### src/rtl/disp_pkg.sv
// Shared definitions for the hex display controller: register map, CTRL fields,
// segment lookup table and per-digit mask helpers.
package disp_pkg;

    localparam int unsigned MAX_DIGITS      = 16;

    localparam int unsigned ADDR_CTRL       = 0;
    localparam int unsigned ADDR_DECODE_EN  = 1;
    localparam int unsigned ADDR_BLINK_MASK = 2;
    localparam int unsigned ADDR_BLINK_DIV  = 3;
    localparam int unsigned ADDR_VALUE_LO   = 4;
    localparam int unsigned ADDR_VALUE_HI   = 5;
    localparam int unsigned ADDR_RAW0       = 8;
    localparam int unsigned ADDR_RAW3       = 11;

    localparam int unsigned CTRL_ENABLE_BIT = 0;
    localparam int unsigned CTRL_LZ_BIT     = 1;
    localparam int unsigned CTRL_BRIGHT_LSB = 8;
    localparam logic [4:0]  BRIGHT_MAX      = 5'd16;

    // Segment order gfedcba, active-high.
    function automatic logic [6:0] seg_table(input logic [3:0] nib);
        logic [6:0] s;
        case (nib)
            4'h0: s = 7'h3F;
            4'h1: s = 7'h06;
            4'h2: s = 7'h5B;
            4'h3: s = 7'h4F;
            4'h4: s = 7'h66;
            4'h5: s = 7'h6D;
            4'h6: s = 7'h7D;
            4'h7: s = 7'h07;
            4'h8: s = 7'h7F;
            4'h9: s = 7'h6F;
            4'hA: s = 7'h77;
            4'hB: s = 7'h7C;
            4'hC: s = 7'h39;
            4'hD: s = 7'h5E;
            4'hE: s = 7'h79;
            default: s = 7'h71;
        endcase
        return s;
    endfunction

    function automatic logic [31:0] byte_merge(input logic [31:0] old_word,
                                               input logic [31:0] new_word,
                                               input logic [3:0]  be);
        logic [31:0] m;
        for (int b = 0; b < 4; b++)
            m[8*b +: 8] = be[b] ? new_word[8*b +: 8] : old_word[8*b +: 8];
        return m;
    endfunction

    function automatic logic [4:0] bright_clamp(input logic [4:0] b);
        return (b > BRIGHT_MAX) ? BRIGHT_MAX : b;
    endfunction

    function automatic logic [15:0] digit_mask(input int n);
        logic [15:0] m;
        for (int i = 0; i < 16; i++) m[i] = (i < n);
        return m;
    endfunction

    function automatic logic [63:0] nibble_mask(input int n);
        logic [63:0] m;
        for (int i = 0; i < 16; i++) m[4*i +: 4] = (i < n) ? 4'hF : 4'h0;
        return m;
    endfunction

    // Raw bytes keep only bits 6:0; bit 7 always reads back 0.
    function automatic logic [127:0] raw_mask(input int n);
        logic [127:0] m;
        for (int i = 0; i < 16; i++) m[8*i +: 8] = (i < n) ? 8'h7F : 8'h00;
        return m;
    endfunction

endpackage

### src/rtl/hex_display_ctrl_seg_decode.sv
// Hex nibble to gfedcba segment pattern (active-high).
// Latency: combinational. Backpressure: none.
// Flow: pure lookup, no handshake.
module seg_decode
    import disp_pkg::*;
(
    input  logic [3:0] nibble,
    output logic [6:0] seg
);
    assign seg = seg_table(nibble);
endmodule

### src/rtl/hex_display_ctrl.sv
// Avalon-MM seven-segment controller: decode/raw per digit, LZ suppression, blink, PWM (DISP_PWM_EN).
// Latency: readdata 1 cycle after read; register writes reach seg_n 2 cycles after the write.
// Backpressure: none, the slave accepts every read and write in a single cycle.
module hex_display_ctrl
    import disp_pkg::*;
#(
    parameter int NUM_DIGITS  = 8,
    parameter int BLINK_DIV_W = 32,
    parameter int ADDR_W      = 4
) (
    input  logic                    clk,
    input  logic                    reset_n,
    input  logic [ADDR_W-1:0]       address,
    input  logic                    write,
    input  logic [31:0]             writedata,
    input  logic [3:0]              byteenable,
    input  logic                    read,
    output logic [31:0]             readdata,
    output logic [7*NUM_DIGITS-1:0] seg_n
);

    localparam logic [15:0]  DIG_MASK = digit_mask(NUM_DIGITS);
    localparam logic [63:0]  NIB_MASK = nibble_mask(NUM_DIGITS);
    localparam logic [127:0] RAW_MASK = raw_mask(NUM_DIGITS);

    logic [31:0]            addr;
    logic [31:0]            rd_word;
    logic [31:0]            merged;
    logic                   ctrl_en_q, ctrl_lz_q;
    logic [4:0]             bright;
    logic [15:0]            decode_q, blink_mask_q;
    logic [BLINK_DIV_W-1:0] blink_div_q, blink_cnt_q;
    logic                   phase_q;
    logic [63:0]            value_q;
    logic [127:0]           raw_q;
    logic                   lit_pwm;
    logic [15:0]            suppressed;
    logic                   blanking;
    logic [7*NUM_DIGITS-1:0] seg_d;

    assign addr   = 32'(address);
    assign merged = byte_merge(rd_word, writedata, byteenable);

    always_comb begin
        rd_word = '0;
        case (addr)
            ADDR_CTRL: begin
                rd_word[CTRL_ENABLE_BIT]      = ctrl_en_q;
                rd_word[CTRL_LZ_BIT]          = ctrl_lz_q;
                rd_word[CTRL_BRIGHT_LSB +: 5] = bright;
            end
            ADDR_DECODE_EN:  rd_word[15:0] = decode_q;
            ADDR_BLINK_MASK: rd_word[15:0] = blink_mask_q;
            ADDR_BLINK_DIV:  rd_word       = 32'(blink_div_q);
            ADDR_VALUE_LO:   rd_word       = value_q[31:0];
            ADDR_VALUE_HI:   rd_word       = value_q[63:32];
            default: begin
                if (addr >= ADDR_RAW0 && addr <= ADDR_RAW3)
                    rd_word = raw_q[{addr[1:0], 5'd0} +: 32];
            end
        endcase
    end

    always_ff @(posedge clk or negedge reset_n) begin
        if (!reset_n) begin
            ctrl_en_q    <= 1'b0;
            ctrl_lz_q    <= 1'b0;
            decode_q     <= DIG_MASK;
            blink_mask_q <= '0;
            blink_div_q  <= '0;
            value_q      <= '0;
            raw_q        <= '0;
        end else if (write) begin
            case (addr)
                ADDR_CTRL: begin
                    ctrl_en_q <= merged[CTRL_ENABLE_BIT];
                    ctrl_lz_q <= merged[CTRL_LZ_BIT];
                end
                ADDR_DECODE_EN:  decode_q       <= merged[15:0] & DIG_MASK;
                ADDR_BLINK_MASK: blink_mask_q   <= merged[15:0] & DIG_MASK;
                ADDR_BLINK_DIV:  blink_div_q    <= BLINK_DIV_W'(merged);
                ADDR_VALUE_LO:   value_q[31:0]  <= merged & NIB_MASK[31:0];
                ADDR_VALUE_HI:   value_q[63:32] <= merged & NIB_MASK[63:32];
                default: begin
                    if (addr >= ADDR_RAW0 && addr <= ADDR_RAW3)
                        raw_q[{addr[1:0], 5'd0} +: 32] <=
                            merged & RAW_MASK[{addr[1:0], 5'd0} +: 32];
                end
            endcase
        end
    end

    always_ff @(posedge clk or negedge reset_n) begin
        if (!reset_n) readdata <= '0;
        else          readdata <= read ? rd_word : 32'd0;
    end

    // Any write to BLINK_DIV restarts the half-period so the new rate begins lit.
    always_ff @(posedge clk or negedge reset_n) begin
        if (!reset_n) begin
            blink_cnt_q <= '0;
            phase_q     <= 1'b1;
        end else if ((write && addr == ADDR_BLINK_DIV) || blink_div_q == '0) begin
            blink_cnt_q <= '0;
            phase_q     <= 1'b1;
        end else if (blink_cnt_q >= blink_div_q - BLINK_DIV_W'(1)) begin
            blink_cnt_q <= '0;
            phase_q     <= ~phase_q;
        end else begin
            blink_cnt_q <= blink_cnt_q + BLINK_DIV_W'(1);
        end
    end

`ifdef DISP_PWM_EN
    logic [3:0] pwm_cnt_q;
    logic [4:0] bright_q;

    always_ff @(posedge clk or negedge reset_n) begin
        if (!reset_n) begin
            pwm_cnt_q <= 4'd0;
            bright_q  <= BRIGHT_MAX;
        end else begin
            pwm_cnt_q <= pwm_cnt_q + 4'd1;
            if (write && addr == ADDR_CTRL)
                bright_q <= bright_clamp(merged[CTRL_BRIGHT_LSB +: 5]);
        end
    end

    assign bright  = bright_q;
    assign lit_pwm = {1'b0, pwm_cnt_q} < bright_q;
`else
    assign bright  = BRIGHT_MAX;
    assign lit_pwm = 1'b1;
`endif

    // Blank decoded zeros from the top digit down until a nonzero or raw digit.
    always_comb begin
        suppressed = '0;
        blanking   = ctrl_lz_q;
        for (int i = MAX_DIGITS - 1; i >= 1; i--) begin
            if (i < NUM_DIGITS) begin
                if (blanking && decode_q[i] && value_q[4*i +: 4] == 4'd0)
                    suppressed[i] = 1'b1;
                else
                    blanking = 1'b0;
            end
        end
    end

    for (genvar g = 0; g < NUM_DIGITS; g++) begin : g_digit
        logic [6:0] dec_pat, pattern;
        logic       digit_on;

        seg_decode u_seg_decode (
            .nibble (value_q[4*g +: 4]),
            .seg    (dec_pat)
        );

        assign pattern  = decode_q[g] ? dec_pat : raw_q[8*g +: 7];
        assign digit_on = ctrl_en_q & ~suppressed[g] & (~blink_mask_q[g] | phase_q) & lit_pwm;
        assign seg_d[7*g +: 7] = digit_on ? ~pattern : 7'h7F;
    end

    always_ff @(posedge clk or negedge reset_n) begin
        if (!reset_n) seg_n <= '1;
        else          seg_n <= seg_d;
    end

endmodule

### config.mk
export PLATFORM = sky130hd
export DESIGN_NAME = hex_display_ctrl
export DESIGN_NICKNAME = d
export VERILOG_FILES = /design/src/rtl/disp_pkg.sv /design/src/rtl/hex_display_ctrl_seg_decode.sv /design/src/rtl/hex_display_ctrl.sv
export SDC_FILE = /design/constraint.sdc
export NUM_CORES = 1
export LEC_CHECK = 0
export CAP_MARGIN = 10
export CELL_PAD_IN_SITES_DETAIL_PLACEMENT = 1
export CELL_PAD_IN_SITES_GLOBAL_PLACEMENT = 2
export CORE_ASPECT_RATIO = 0.9
export CORE_MARGIN = 5
export CORE_UTILIZATION = 35
export DETAILED_ROUTE_END_ITERATION = 8
export GPL_ROUTABILITY_DRIVEN = 0
export PLACE_DENSITY = 0.87
export REMOVE_ABC_BUFFERS = 1
export SLEW_MARGIN = 10
export SYNTH_ARGS = -nofsm -noshare
export SYNTH_HDL_FRONTEND = slang
export SYNTH_HIERARCHICAL = 1
export SYNTH_SLANG_ARGS = --single-unit
### constraint.sdc
create_clock -name clk -period 3.6 [get_ports clk]
set_input_delay 0.72 -clock clk [delete_from_list [all_inputs] [get_ports clk]]
set_output_delay 0.72 -clock clk [all_outputs]
set_load 0.02 [all_outputs]
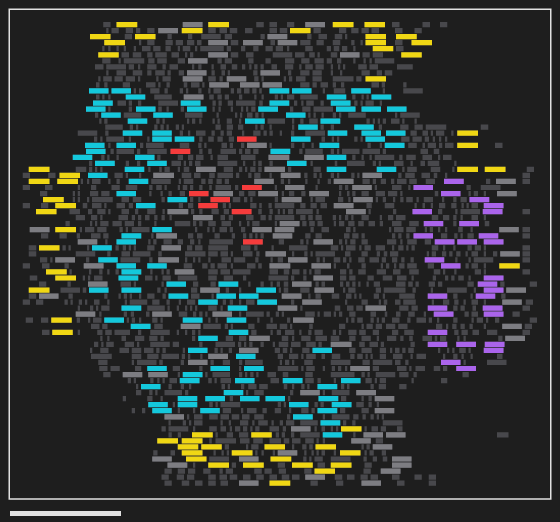
Figure 1: run 1, sequential cells grouped by signal name.
Bar = 50 um.
Key: purple = blink_cnt_q [flops 32, where east]; yellow = seg_n [flops 56, where spread over the die]; cyan = raw_q [flops 112]; red = blink_mask_q [flops 8]
Another 107 sequential cells are not colored.
Sequential Power: 4.36 mW
share of the core filled with cells: 0.429
sequential cell area: 7970 um2
share of cell area taken by flip-flops and latches: 0.380

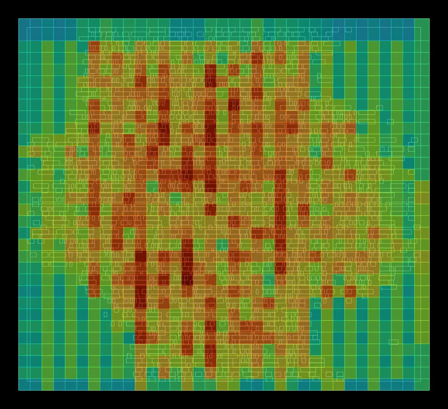
Figure 2: run 1, routing congestion map.
met3 demand-to-capacity share in global routing: 0.0319
per-cell routed wire length: 23.1 um
met2 demand-to-capacity share in global routing: 0.353
busiest layer in global routing: met2
total track usage: 0.214

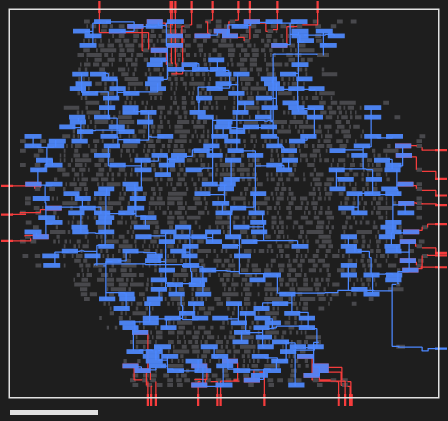
Figure 3: run 1, wires at chosen ports, followed through buffers.
Bar = 50 um.
Key: blue = reset_n [bits 1, direction input, end cells 315, buffers 6, wire 2820 um]; red = readdata [bits 32, direction output, end cells 32, buffers 32, wire 777 um]

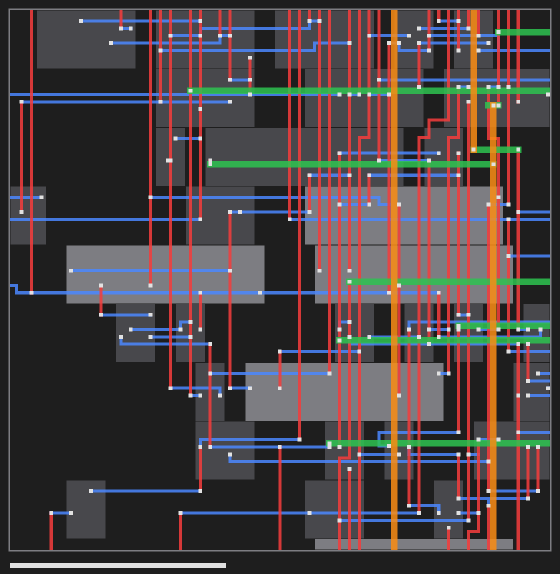
Figure 4: run 1, close-up of the layout.
Bar = 10 um. Window x 48 to 73, y 43 to 68 um. Cells in gray, sequential cells in the stronger gray; small squares are vias.
Key: orange = M4; green = M3; blue = M1; red = M2
Most frequent: o21ai_0 (6), nand2_1 (6). 29 logic cells have their middle in the window. Netlist names of flops here include raw_q (2), value_q (2). Sequential cells in the window: 4.

==> run notes, run 1 <==
- **Core Rows** 77
- **buffer depth of the longest clock path** 3
- **worst clock skew** 23.1 ps
- **Mapped Cells** 1687
- **wire length of the first global-routing pass** 90200 um
- **iteration count of the initial detailed-routing pass** 6
- **end point of the critical path** phase_q$_DFFE_PN1P_
- **clock transition at the register clock pins on the worst setup and hold paths after CTS** 60 ps
- **yosys stat chip area** 17200 um2
- **minimum clock period** 3520 ps
- **number of antenna violations at the first check in global routing** 0
- **sw power** 3.45 mW
- **share of flip-flops with an asynchronous set or reset after synthesis** 1.00
- **count of routing violations after the opening detailed-route iteration** 1063
- **via count of the first global-routing pass** 15000
- **startpoint of the most critical register-to-register path** blink_div_q[24]$_DFFE_PN0P_
- **synthesis-to-finish area growth** 22.1%
- **CTS tree** yes
- **pin count of the biggest net entering global routing** 84
- **Yosys cell types** 68
- **vertical die dimension** 220 um
- **gr ovfl total** 0
- **Std-Cell Core Area** 48800 um2
- **Setup violations, final** 0
- **most frequently placed logic cells in the final layout** sky130_fd_sc_hd__nand2_1 (305), sky130_fd_sc_hd__dfrtp_1 (247), sky130_fd_sc_hd__o21ai_0 (245)
- **clock network power share** 0.374
- **Die Span X** 243 um
- **number of buffers and inverters on the critical path** 1
- **I/O pin count** 132
- **number of levels the H-tree was split into** 2
- **die footprint** 53600 um2
- **cell internal power dissipation** 7.49 mW
- **Nets** 1989
- **Critical R2R Capture** phase_q$_DFFE_PN1P_
- **ratio of total power to cell area** 522 nW/um2
- **endpoint arrival time on the critical path** 4020 ps
- **share of cells above drive strength 1** 0.201
- **worst path cell trace** or4_4 > or3_2 > nor2_1 > xnor2_1 > ha_1 > nand2_1 > or3_2 > nor3_4 > o41ai_4 > buf_4 > and4_2 > nor2_1
- **detailed-route DRC error count** 0
- **status** completed
- **tally of buffers added on design ports** 131
- **OpenROAD warning count** 78
- **Setup crit start** blink_div_q[24]$_DFFE_PN0P_
## run 1: synth_stat cells, drive strengths merged, types with 4 or more instances
cell type / count / area [um2]
ha: 96 / 1200
and2: 16 / 101
nor4: 12 / 75.1
nor2: 77 / 289
nor3: 22 / 110
or3: 6 / 45.0
a21oi: 28 / 140
and3: 5 / 31.3
mux4: 36 / 841
mux2i: 28 / 280
nor2b: 39 / 244
o21ai: 245 / 1230
clkbuf: 71 / 287
and4: 4 / 37.5
nand2b: 4 / 32.5
a22oi: 20 / 190
mux2: 88 / 1020
a31oi: 8 / 50.1
xor2: 29 / 254
dfstp: 65 / 1710
a21o: 10 / 85.1
nand2: 308 / 1160
nand4: 16 / 100
inv: 61 / 229
o31ai: 8 / 60.1
nand3: 23 / 120
a222oi: 26 / 260
dfrtp: 250 / 6260
buf: 24 / 189
xnor2: 30 / 263
## run 1: cells by family (layout without fill, tap and decap cells)
logic type,after synthesis,count (layout),synth area share
buffers and inverters,157,349,0.0413
DFF,315,315,0.464
xor gates and xnor gates,59,59,0.0301
and+or+nand+nor,545,545,0.144
AOI/OAI and AO/OA,363,363,0.126
muxes,152,152,0.125
adders and majority gates,96,96,0.0700
## run 1: stage by stage
stage | TNS (ps) | power (mW) | instances | util | hold WS (ps)
6_report | 0 | 10.9 | 2511 | 0.429 | 142
5_1_grt | -92.6 | 11.5 | 2511 | 0.429 | 170
4_1_cts | 0 | 11.0 | 2508 | 0.427 | 155
3_5_place_dp | -6580 | 6.82 | 2437 | 0.399 | 466
3_3_place_gp | -1470 | 6.67 | 2437 | 0.399 | 456
2_1_floorplan | -12510 | 5.75 | 1592 | - | 424
## run 1: what timing repair did
item / 4_1_cts / 5_1_grt
cloned: 0 / 1
pin swaps: 0 / 2
endpoints found under the setup margin: 33 / 33
hold endpoints to repair: 0 / 0
buffers inserted: 0 / 2
hold buffers: 0 / 0
resized: 2 / 13
## run 1: sequential cells by signal, summed over array words and instances, names as in the netlist
signal	cells
blink_cnt_q	32
blink_div_q	32
blink_mask_q	8
ctrl_en_q	1
ctrl_lz_q	1
decode_q	8
phase_q	1
raw_q	112
readdata	32
seg_n	56
value_q	32
## run 1: final cells by class
class                   count  area, um2  area share
clock buffers              61       1190      0.0568
clock inverters            10        133     0.00633
inverters                  62        233      0.0111
multi-input cells        1215       8590       0.410
flip-flops and latches    315       7970       0.380
well taps                 632        791      0.0377
repair buffers            216       2050      0.0978
## run 1: per-layer routing
metal / global-route usage / up-vias / part of all wire
li1: - / 6250 / -
met1: 0.294 / 7180 / 0.45
met2: 0.353 / 396 / 0.47
met3: 0.0319 / 91 / 0.053
met4: 0.0696 / 0 / 0.028
met5: 0 / - / 0
## run 1: power by group through the flow
stage | clock (mW) | sequential, mW | combinational (mW)
6_report | 4.09 | 4.36 | 2.48
5_1_grt | 4.33 | 4.40 | 2.74
4_1_cts | 4.19 | 4.34 | 2.46
3_5_place_dp | 0 | 4.40 | 2.43
3_3_place_gp | 0 | 4.37 | 2.30
2_1_floorplan | 0 | 4.32 | 1.43
==> run 2, diff against run 1 <==
--- a/config.mk
+++ b/config.mk
@@ -10,12 +10,14 @@
 export CELL_PAD_IN_SITES_GLOBAL_PLACEMENT = 2
 export CORE_ASPECT_RATIO = 0.9
 export CORE_MARGIN = 5
-export CORE_UTILIZATION = 35
+export CORE_UTILIZATION = 36
+export CTS_BUF_LIST = sky130_fd_sc_hd__clkbuf_4
 export DETAILED_ROUTE_END_ITERATION = 8
 export GPL_ROUTABILITY_DRIVEN = 0
-export PLACE_DENSITY = 0.87
+export PLACE_DENSITY = 0.89
 export REMOVE_ABC_BUFFERS = 1
-export SLEW_MARGIN = 10
+export SKIP_LAST_GASP = 1
+export SLEW_MARGIN = 15
 export SYNTH_ARGS = -nofsm -noshare
 export SYNTH_HDL_FRONTEND = slang
 export SYNTH_HIERARCHICAL = 1
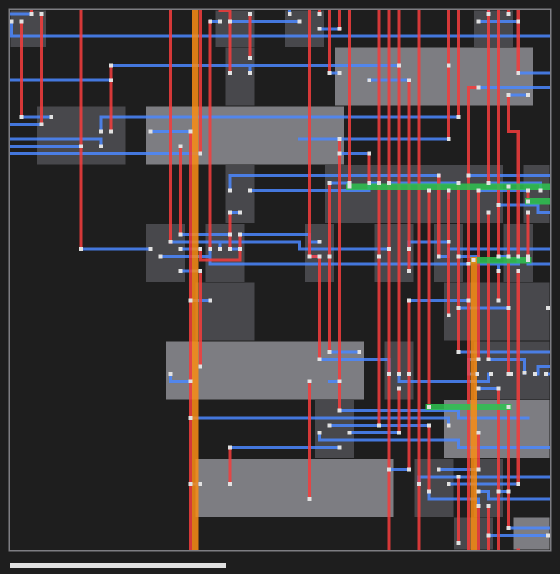
Figure 5: run 2, close-up of the layout.
Bar = 10 um. Window x 48 to 73, y 42 to 67 um. Cells in gray, sequential cells in the stronger gray; small squares are vias.
Key: blue = M1; orange = M4; red = M2; green = M3
Sequential cells in the window: 5. Netlist names of flops here include raw_q (5). Most frequent: o21ai_0 (10), nand2_1 (7), dfrtp_1 (5). 27 logic cells have their middle in the window.

==> run 2 against run 1 <==
Against the previous run:
- area after synthesis unchanged
- via count increased by 2.0%
- routed wire length decreased by 2.8%
- design area decreased by 1.1%
- clock-buffer cell count increased by 86
- largest power group unchanged
==> run notes, run 2 <==
- **top cells by instance count after synthesis** sky130_fd_sc_hd__nand2_1 (308), sky130_fd_sc_hd__dfrtp_1 (250), sky130_fd_sc_hd__o21ai_0 (245)
- **Mean Syn Cell Area** 10.2 um2
- **share of cells above drive strength 1** 0.230, +0.0290
- **Dominant flop cell** sky130_fd_sc_hd__dfrtp_1
- **endpoint arrival time on the critical path** 4230 ps, +210 ps
- **most frequent cell after synthesis** sky130_fd_sc_hd__nand2_1
- **Top area cell types** sky130_fd_sc_hd__dfrtp_1 (36%), sky130_fd_sc_hd__dfstp_2 (9.9%), sky130_fd_sc_hd__o21ai_0 (7.1%)
- **die footprint** 52200 um2, -2.7%
- **Critical R2R Capture** blink_cnt_q[30]$_DFF_PN0_
- **Mapped Cells** 1687, unchanged
- **most used cell, CP** sky130_fd_sc_hd__or3_2
- **critical path data required time** 4290 ps
- **yosys stat chip area** 17200 um2, unchanged
- **Die Span X** 240 um, -1.3%
- **leading registers by flop count** raw_q (112), seg_n (56)
- **iteration count of the initial detailed-routing pass** 6, unchanged
- **worst path cell trace** or4_4 > or3_2 > nor2_2 > xnor2_1 > ha_1 > nand2_1 > or3_2 > nor3_4 > o41ai_4 > nand3_2 > clkbuf_16 > nor2_1
- **vertical die dimension** 217 um, -1.3%
- **wire length of the first global-routing pass** 88000 um, -2.5%
- **Cells on Worst Hold Path** 2
- **slew of the pin with the lowest slew margin** 1190 ps
- **via count of the first global-routing pass** 15200, +1.6%
- **max FFs per register** 112, unchanged
- **Max-Cap Viols** 0
- **Std-Cell Core Area** 47500 um2, -2.7%
- **highest clock rate** 283 MHz
- **final-layout fill cell count** 5384
- **buffer depth of the longest clock path** 3, unchanged
- **Final Hold Vio Count** 0
- **ao+oa area frac** 0.126, unchanged
- **largest register by flop count** raw_q
- **share of flip-flops with an asynchronous set or reset after synthesis** 1.00, unchanged
- **simple share** 0.144, unchanged
- **sum of net half-perimeters after detailed placement** 40100 um
- **detailed-route DRC error count** 0, unchanged
- **CTS tree** yes
- **Yosys cell types** 68, unchanged
- **Dominant comb cell** simple AND/OR/NAND/NOR gates
- **reg2reg path depth** 12
- **per-cell routed wire length** 21.8 um, -5.6%
- **final cell count without fillers** 2587, +3.0%
- **part of the cycle the worst path needs** 0.983
- **clock transition at the register clock pins on the worst setup and hold paths after CTS** 70 ps, about the same
- **clock latency reported for the late side of the worst-skew pair** 850 ps
- **Critical Path Source Type** flip-flop
- **Worst Slack Setup Final** 61.7 ps
- **OpenROAD warning count** 79, +1.3%
- **status** completed
- **multi-input combinational cell area** 8580 um2, -0.12%
- **yosys cell count** 1687
- **total track usage** 0.216, +0.00189
- **sequential cell area** 7970 um2, about the same
- **Core Rows** 76, -1.3%
- **fraction of the mapped netlist area in adder cells** 0.0700, unchanged
- **area fraction in mux cells** 0.125, unchanged
- **number of antenna violations at the first check in global routing** 3, +3
- **root buf cell** sky130_fd_sc_hd__clkbuf_4
- **Top-area cell share** 0.364, unchanged
- **synthesis warning total** 6
- **gr ovfl total** 0, unchanged
- **ratio of total power to cell area** 502 nW/um2, -3.9%
- **Nets** 2024, +1.8%
- **pin count of the biggest net entering global routing** 75, -11%
- **Worst VDD drop** 0.193 mV
- **most frequently placed logic cells in the final layout** sky130_fd_sc_hd__nand2_1 (305), sky130_fd_sc_hd__dfrtp_1 (249), sky130_fd_sc_hd__o21ai_0 (245)
- **cell type with the highest aggregate area in the netlist** sky130_fd_sc_hd__dfrtp_1
- **routed via count** 14200
- **I/O pin count** 132, unchanged
- **minimum clock period** 3540 ps, +15.1 ps
- **synthesis-to-finish area growth** 20.8%
- **post-synthesis register bit count** 315
- **XOR-XNOR Cells, Area Fraction** 0.0301, unchanged
- **Setup violations, final** 0, unchanged
- **tally of buffers added on design ports** 131, unchanged
- **highest cell delay on the worst timing path** 560 ps
- **total placed cells including tap cells** 2412, -1.0%
- **worst clock skew** 56.4 ps, +33.3 ps
- **startpoint of the most critical register-to-register path** blink_div_q[24]$_DFFE_PN0P_
- **startpoint of the worst hold path** raw_q[109]$_DFFE_PN0P_
- **number of levels the H-tree was split into** 3, +1
- **Leakage** 9.04 nW
- **count of routing violations after the opening detailed-route iteration** 1203, +13%
-- run 2: final cells by class --
class / instances / area share
Clock inverter: 21 / 0.00658
Antenna cell: 3 / 0.000362
Clock buffer: 147 / 0.0532
Tap cell: 624 / 0.0377
Inverter: 62 / 0.0112
Timing Repair Buffer: 200 / 0.0929
Sequential cell: 315 / 0.384
Multi-Input combinational cell: 1215 / 0.414
-- run 2: cells by family (layout without fill, tap and decap cells) --
family / after synthesis / in the layout
AND/OR/NAND/NOR: 545 / 545
AND-OR/OR-AND: 363 / 363
adder cells (fa/ha/maj): 96 / 96
buffers and inverters: 157 / 430
flip-flops: 315 / 315
XOR/XNOR: 59 / 59
multiplexers: 152 / 152
other: 0 / 3
-- run 2: metrics by stage --
stage	area [um2]	hold WS [ps]	utilization	setup TNS [ps]	power (mW)
after floorplan	16700	424	-	-12510	5.75
after global placement	19400	456	0.407	-148	6.65
after detailed placement	19400	469	0.407	-3800	6.79
after CTS	20600	447	0.434	0	10.5
after global routing	20700	484	0.436	-324	11.0
final	20700	483	0.436	0	10.4
-- run 2: worst max-delay path: cells and delay by family, from the launching register on --
family	cells	cell delay, ps
adder cells (fa/ha/maj)	1	330
flip-flops	1	440
AND-OR/OR-AND	1	140
AND/OR/NAND/NOR	8	2180
XOR/XNOR	1	90
buffers and inverters	1	200
-- run 2: power breakdown --
| group | switching (mW) | internal [mW] |
|---|---|---|
| logic | 1.31 | 1.11 |
| clock network | 1.63 | 1.98 |
| registers | 0.496 | 3.86 |
| total | 3.44 | 6.96 |
-- run 2: how the worst max path moves through the flow --
stage / start / to
final: blink_div_q[24]$_DFFE_PN0P_ / blink_cnt_q[30]$_DFF_PN0_
after global routing: blink_div_q[24]$_DFFE_PN0P_ / blink_cnt_q[18]$_DFF_PN0_
after CTS: blink_div_q[21]$_DFFE_PN0P_ / blink_cnt_q[27]$_DFF_PN0_
after detailed placement: blink_div_q[2]$_DFFE_PN0P_ / blink_cnt_q[21]$_DFF_PN0_
after global placement: blink_div_q[2]$_DFFE_PN0P_ / blink_cnt_q[23]$_DFF_PN0_
after floorplan: address[3] / raw_q[100]$_DFFE_PN0P_
-- run 2: timing repair --
item	in CTS	in global routing
hold endpoints to repair	57	0
hold buffers	1	0
pin swaps	0	2
setup endpoints to repair	32	33
setup buffers	0	2
resized	3	10
gates cloned	0	1
-- run 2: routing by layer --
metal / global-route usage / vias up / share of wire
li1: - / 6398 / -
met5: 0 / - / 0
met1: 0.293 / 7224 / 0.44
met4: 0.0881 / 0 / 0.038
met2: 0.339 / 440 / 0.46
met3: 0.0462 / 135 / 0.064
Power and IR drop assume default switching activity.
